**src/rtl/pipe_pkg.sv**
```systemverilog
// Shared definitions for the inter-stage pipeline registers: occupancy encoding,
// reset PC and the payload field layout the stages pack into in_data.
package pipe_pkg;

   localparam logic [1:0] OCC_EMPTY = 2'd0;
   localparam logic [1:0] OCC_ONE   = 2'd1;
   localparam logic [1:0] OCC_FULL  = 2'd2;

   typedef enum logic [1:0] {
      ST_EMPTY = OCC_EMPTY,
      ST_ONE   = OCC_ONE,
      ST_FULL  = OCC_FULL
   } state_t;

   localparam logic [31:0] RESET_PC = 32'h0000_0000;

   // Default 96-bit payload: instruction, ALU result, destination register, control.
   localparam int PL_INSTR_LSB  = 0;
   localparam int PL_INSTR_W    = 32;
   localparam int PL_RESULT_LSB = 32;
   localparam int PL_RESULT_W   = 32;
   localparam int PL_DST_LSB    = 64;
   localparam int PL_DST_W      = 5;
   localparam int PL_CTRL_LSB   = 69;
   localparam int PL_CTRL_W     = 27;
   localparam int PL_TOTAL_W    = PL_CTRL_LSB + PL_CTRL_W;

endpackage

```
**src/rtl/pipe_entry.sv**
```systemverilog
// One stage-register slot: valid flag, PC and payload with load and clear.
// A clear drops valid and payload but keeps the PC unless pc_load is also set.
module pipe_entry
   import pipe_pkg::*;
#(
   parameter int DATA_W = 96
) (
   input  logic              clk,
   input  logic              reset,
   input  logic              load,
   input  logic              clear,
   input  logic              pc_load,
   input  logic [31:0]       pc_val,
   input  logic [31:0]       d_pc,
   input  logic [DATA_W-1:0] d_data,
   output logic              valid,
   output logic [31:0]       pc,
   output logic [DATA_W-1:0] data
);

   always_ff @(posedge clk) begin
      if (reset) begin
         valid <= 1'b0;
         pc    <= RESET_PC;
         data  <= '0;
      end else if (clear) begin
         valid <= 1'b0;
         data  <= '0;
         if (pc_load) begin
            pc <= pc_val;
         end
      end else if (load) begin
         valid <= 1'b1;
         pc    <= d_pc;
         data  <= d_data;
      end
   end

endmodule

```
**src/rtl/pipe_skid_stage.sv**
```systemverilog
// Valid/ready pipeline stage with a two-entry skid buffer, exception and bubble
// flushes, optional PC preservation across bubbles and a saturating drop counter.
module pipe_skid_stage
   import pipe_pkg::*;
#(
   parameter int DATA_W  = 96,
   parameter int KEEP_PC = 1,
   parameter int CNT_W   = 8
) (
   input  logic              clk,
   input  logic              reset,
   input  logic              Req,
   input  logic              flush,
   input  logic              in_valid,
   output logic              in_ready,
   input  logic [31:0]       in_pc,
   input  logic [DATA_W-1:0] in_data,
   output logic              out_valid,
   input  logic              out_ready,
   output logic [31:0]       out_pc,
   output logic [DATA_W-1:0] out_data,
   output logic [1:0]        occupancy,
   output logic [CNT_W-1:0]  drop_cnt
);

   function automatic logic [CNT_W-1:0] sat_add(input logic [CNT_W-1:0] a,
                                                input logic [1:0]       b);
      logic [CNT_W+1:0] sum;
      sum = {2'b00, a} + {{CNT_W{1'b0}}, b};
      if (sum > {2'b00, {CNT_W{1'b1}}}) begin
         return {CNT_W{1'b1}};
      end
      return sum[CNT_W-1:0];
   endfunction

   state_t state, state_nxt;

   logic              main_valid, skid_valid;
   logic [31:0]       main_pc, skid_pc;
   logic [DATA_W-1:0] main_data, skid_data;

   logic              main_load, main_from_skid, main_clr, main_pc_load;
   logic [31:0]       main_pc_val;
   logic              skid_load, skid_clr, drop_ev;
   logic [31:0]       main_d_pc;
   logic [DATA_W-1:0] main_d_data;
   logic              acc, dep;

   assign in_ready = ~skid_valid;
   assign acc      = in_valid & in_ready;
   assign dep      = main_valid & out_ready;

   always_ff @(posedge clk) begin
      if (reset) begin
         state <= ST_EMPTY;
      end else begin
         state <= state_nxt;
      end
   end

   // Flushes override the handshake: nothing transfers in a flush cycle.
   always_comb begin
      state_nxt      = state;
      main_load      = 1'b0;
      main_from_skid = 1'b0;
      main_clr       = 1'b0;
      main_pc_load   = 1'b0;
      main_pc_val    = RESET_PC;
      skid_load      = 1'b0;
      skid_clr       = 1'b0;
      drop_ev        = 1'b0;
      if (Req) begin
         state_nxt    = ST_EMPTY;
         main_clr     = 1'b1;
         main_pc_load = 1'b1;
         skid_clr     = 1'b1;
         drop_ev      = 1'b1;
      end else if (flush) begin
         state_nxt = ST_EMPTY;
         main_clr  = 1'b1;
         skid_clr  = 1'b1;
         drop_ev   = 1'b1;
         if (KEEP_PC == 0) begin
            main_pc_load = 1'b1;
         end else if (!main_valid && in_valid) begin
            main_pc_load = 1'b1;
            main_pc_val  = in_pc;
         end
      end else begin
         case (state)
            ST_EMPTY: begin
               if (acc) begin
                  main_load = 1'b1;
                  state_nxt = ST_ONE;
               end
            end
            ST_ONE: begin
               if (acc && !dep) begin
                  skid_load = 1'b1;
                  state_nxt = ST_FULL;
               end else if (acc && dep) begin
                  main_load = 1'b1;
               end else if (dep) begin
                  main_clr  = 1'b1;
                  state_nxt = ST_EMPTY;
               end
            end
            ST_FULL: begin
               if (dep) begin
                  main_load      = 1'b1;
                  main_from_skid = 1'b1;
                  skid_clr       = 1'b1;
                  state_nxt      = ST_ONE;
               end
            end
            default: begin
               state_nxt = ST_EMPTY;
            end
         endcase
      end
   end

   assign main_d_pc   = main_from_skid ? skid_pc   : in_pc;
   assign main_d_data = main_from_skid ? skid_data : in_data;

   pipe_entry #(.DATA_W(DATA_W)) u_main (
      .clk     (clk),
      .reset   (reset),
      .load    (main_load),
      .clear   (main_clr),
      .pc_load (main_pc_load),
      .pc_val  (main_pc_val),
      .d_pc    (main_d_pc),
      .d_data  (main_d_data),
      .valid   (main_valid),
      .pc      (main_pc),
      .data    (main_data)
   );

   pipe_entry #(.DATA_W(DATA_W)) u_skid (
      .clk     (clk),
      .reset   (reset),
      .load    (skid_load),
      .clear   (skid_clr),
      .pc_load (skid_clr),
      .pc_val  (RESET_PC),
      .d_pc    (in_pc),
      .d_data  (in_data),
      .valid   (skid_valid),
      .pc      (skid_pc),
      .data    (skid_data)
   );

   always_ff @(posedge clk) begin
      if (reset) begin
         drop_cnt <= '0;
      end else if (drop_ev) begin
         drop_cnt <= sat_add(drop_cnt, occupancy);
      end
   end

   assign occupancy = state;
   assign out_valid = main_valid;
   assign out_data  = main_valid ? main_data : '0;
   assign out_pc    = ((KEEP_PC != 0) || main_valid) ? main_pc : RESET_PC;

endmodule

```
**config.mk**
```make
export PLATFORM = sky130hd
export DESIGN_NAME = pipe_skid_stage
export DESIGN_NICKNAME = d
export VERILOG_FILES = /design/src/rtl/pipe_pkg.sv /design/src/rtl/pipe_entry.sv /design/src/rtl/pipe_skid_stage.sv
export SDC_FILE = /design/constraint.sdc
export NUM_CORES = 1
export LEC_CHECK = 0
export CAP_MARGIN = 5
export CORE_ASPECT_RATIO = 0.9
export CORE_MARGIN = 1
export CORE_UTILIZATION = 30
export DETAILED_ROUTE_END_ITERATION = 12
export DONT_BUFFER_PORTS = 1
export PLACE_DENSITY_LB_ADDON = 0.08
export REMOVE_ABC_BUFFERS = 1
export SLEW_MARGIN = 0
export SYNTH_ARGS = -nofsm -noshare
export SYNTH_HDL_FRONTEND = slang
export SYNTH_SLANG_ARGS = --single-unit
```
**constraint.sdc**
```tcl
create_clock -name clk -period 2.05 [get_ports clk]
set_input_delay 0.615 -clock clk [delete_from_list [all_inputs] [get_ports clk]]
set_output_delay 0.615 -clock clk [all_outputs]
set_load 0.005 [all_outputs]
```
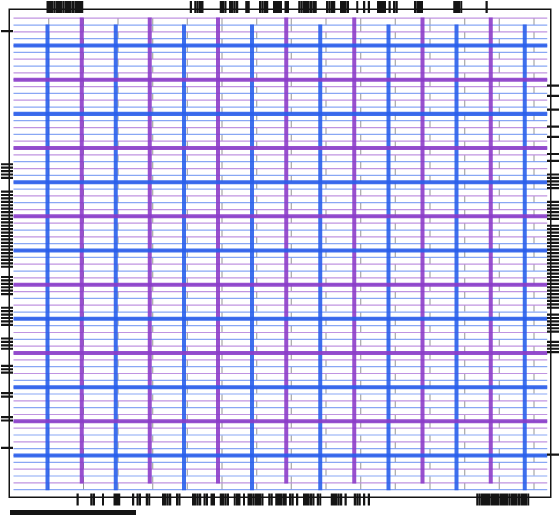
*Floorplan with the power grid*
Bar = 50 µm. Pins as bars on the die edge. Tap cells in gray.
Key: purple = VDD; blue = VSS
15 straps on met4. 274 signal pins sit on the boundary. The core has 69 rows. 70 met1 rails follow the rows. 532 tap cells.
chip height: 194 µm
DIE WIDTH: 215 µm
worst vdd rail ir drop: 0.000511 V
Core Footprint: 39,900 µm²

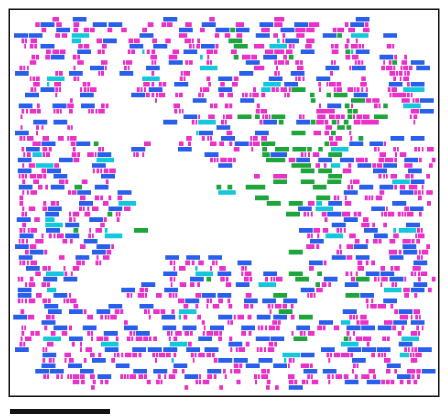
*Cells colored by class*
Bar = 50 µm.
Key: magenta = combinational and other logic [cells 999, share of their area 46%]; cyan = clock drivers and dummy loads [cells 53, share of their area 7.1%]; green = other buffers and delay cells [cells 76, share of their area 7.8%]; blue = flops [cells 268, share of their area 39%]
core occupancy in the finished layout: 36.3%
Layout Cell Area excl Fill: 14,500 µm²

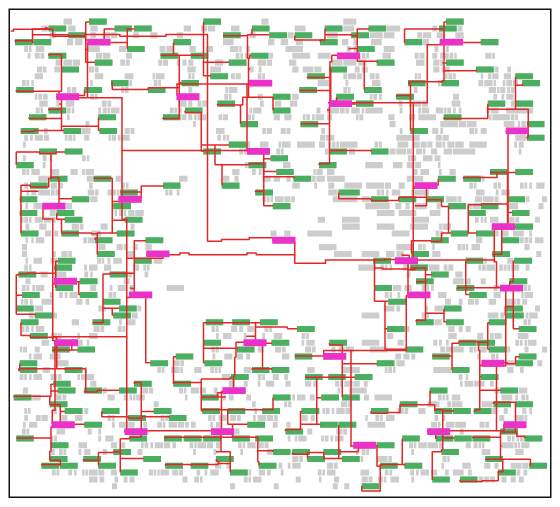
*Clock network drawn from the DEF*
Key: red = clock wires [length 4,160 µm]; magenta = clock drivers [count 31]; green = flip-flops [count 268]
Position of the flops: widely spread. There are 32 routed clock nets.
reported clock group power: 5.41 mW
power share of the clock group: 47.1%
clock latency of the later-clocked register in the worst-skew pair: 0.58 ns
Final Skew: 0.0146 ns

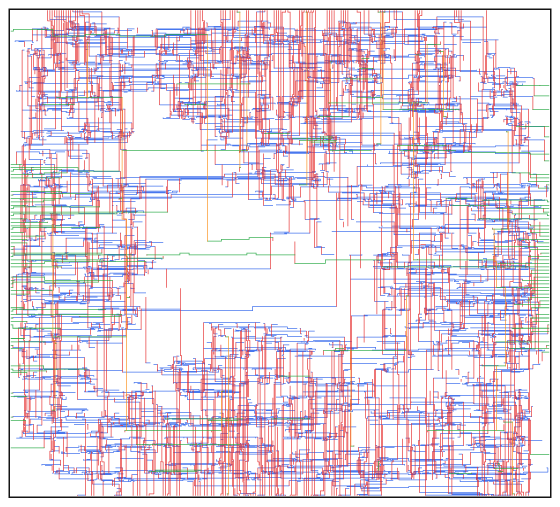
*Signal wires by layer*
Key: red = metal 2 [wire length 18,500 µm]; green = metal 3 [wire length 2,550 µm]; blue = metal 1 [wire length 18,600 µm]; orange = metal 4 [wire length 978 µm]
wire length per cell after detailed routing: 21.0 µm
vias after detailed routing: 10,200
Detailed Route WL: 40,600 µm
all-layer global routing usage: 18.8%

==> reports/qor_table.md <==
| Group | Metric | Reported |
|---|---|---|
| timing | Final worst setup slack | -0.00795 ns |
| floorplan | Starting density of the core | 30.7% |
| timing | Achievable frequency | 486 MHz |
| place | Post-DP HPWL | 25,000 µm |
| clock network | Clock tree from TritonCTS | done |
| clock network | Sinks on Clock Net | 268 |
| synthesis | Yosys cell types | 45 |
| clock network | Clk pin slew, worst setup/hold paths | 0.06 ns |
| timing | Setup repair after global routing missed its margin | true |
| pwr | Net Sw Power | 2.74 mW |
| critical path | Reg2reg end | u_main.pc[23]$_SDFFE_PP0P_ |
| status | Failing checks | negative setup slack |
| clock network | H-tree lvl count | 1 |
| place | Post-Place Setup Slack | -0.137 ns |
| place | Instance area at placement | 13,300 µm² |
| synthesis | Flip-flops with a built-in enable | 0 |
| global route | First-pass GRT wire length | 62,200 µm |
| global route | Initial antenna violation count | 1 |
| floorplan | Number of top-level pins | 274 |
| timing | Worst slew margin relative to its limit | 65.8% |
| critical path | Max FO, Critical Path | 15 |
| timing | Final number of hold-violating endpoints | 0 |
| critical path | Setup CP Type | flip-flop to output port |
| critical path | Crit path to | out_data[30] |
| timing | Tightest Pin Transition | 0.500 ns |
| timing | Final setup viols | 5 |
| floorplan | Core Rows | 69 |
| synthesis | Asr flop ratio synth | 0% |
| status | Outcome | finished with violations |
| pwr | Final total power | 11.5 mW |
==> cells in the mapped netlist (6+ instances only) <==
library cell,count,area [µm²]
sky130_fd_sc_hd__a21oi_1,258,1290
sky130_fd_sc_hd__clkbuf_1,82,308
sky130_fd_sc_hd__a32o_1,32,320
sky130_fd_sc_hd__nor2_1,7,26.3
sky130_fd_sc_hd__a211oi_1,98,736
sky130_fd_sc_hd__buf_4,9,67.6
sky130_fd_sc_hd__mux2i_1,101,1010
sky130_fd_sc_hd__dfxtp_1,268,5370
sky130_fd_sc_hd__a2111oi_0,32,280
sky130_fd_sc_hd__buf_6,6,67.6
sky130_fd_sc_hd__and2_1,97,607
sky130_fd_sc_hd__a211oi_2,29,363
sky130_fd_sc_hd__and3_1,30,188
sky130_fd_sc_hd__buf_2,45,225
sky130_fd_sc_hd__nand2_1,269,1010
==> flip-flops by register name, summed over array words and instances, names as in the netlist <==
name and count:
u_main.data 96, u_skid.data 96, u_main.pc 32, u_skid.pc 32, drop_cnt 8, occupancy 2
u_main.valid 1, u_skid.valid 1
==> kinds of logic after synthesis <==
group	share of synthesized area, %
DFF	43.8
AOI/OAI and AO/OA	25.4
adders and majority gates	0.368
muxes	8.26
and+or+nand+nor	16.2
buffers and inverters	5.82
xor gates and xnor gates	0.215
==> cell usage in the layout, fill, tap and decap left out, types with 4 or more instances in the layout <==
cell type,netlist,routed
sky130_fd_sc_hd__clkbuf_16,0,31
sky130_fd_sc_hd__nand2b_1,5,5
sky130_fd_sc_hd__a32o_1,32,32
sky130_fd_sc_hd__a211oi_1,98,95
sky130_fd_sc_hd__nand2_1,269,267
sky130_fd_sc_hd__inv_1,4,4
sky130_fd_sc_hd__a2111oi_1,0,5
sky130_fd_sc_hd__o21bai_1,5,5
sky130_fd_sc_hd__and2_1,97,61
sky130_fd_sc_hd__a211oi_2,29,32
sky130_fd_sc_hd__clkbuf_1,82,8
sky130_fd_sc_hd__buf_4,9,35
sky130_fd_sc_hd__a2111oi_2,0,6
sky130_fd_sc_hd__and3_1,30,30
sky130_fd_sc_hd__buf_12,0,35
sky130_fd_sc_hd__and2_4,0,36
sky130_fd_sc_hd__clkbuf_8,0,8
sky130_fd_sc_hd__mux2i_1,101,101
sky130_fd_sc_hd__nor2_1,7,7
sky130_fd_sc_hd__clkinv_2,0,4
sky130_fd_sc_hd__a21oi_1,258,258
sky130_fd_sc_hd__a2111oi_0,32,21
sky130_fd_sc_hd__dfxtp_1,268,267
==> routing by layer <==
metal | part of all wire [%] | vias up
li1 | - | 4975
met1 | 46 | 4980
met2 | 46 | 230
met3 | 6.3 | 54
met4 | 2.4 | 0
met5 | 0 | -
==> layout make-up <==
| type | count | area (µm²) | area share, % |
|---|---|---|---|
| sequential | 268 | 5370 | 37.1 |
| tap | 532 | 666 | 4.59 |
| timing repair buffer | 76 | 1080 | 7.45 |
| multi-input combinational | 994 | 6380 | 44.0 |
| clock inverter | 6 | 58.8 | 0.406 |
| inverter | 5 | 18.8 | 0.130 |
| clock buffer | 47 | 916 | 6.32 |
==> timing repair <==
action,CTS,global route
endpoints found under the setup margin,96,211
pin swaps,3,12
gates cloned,2,0
resized,39,27
buffers inserted,4,2
hold buffers,0,0
Power and IR drop assume default switching activity.
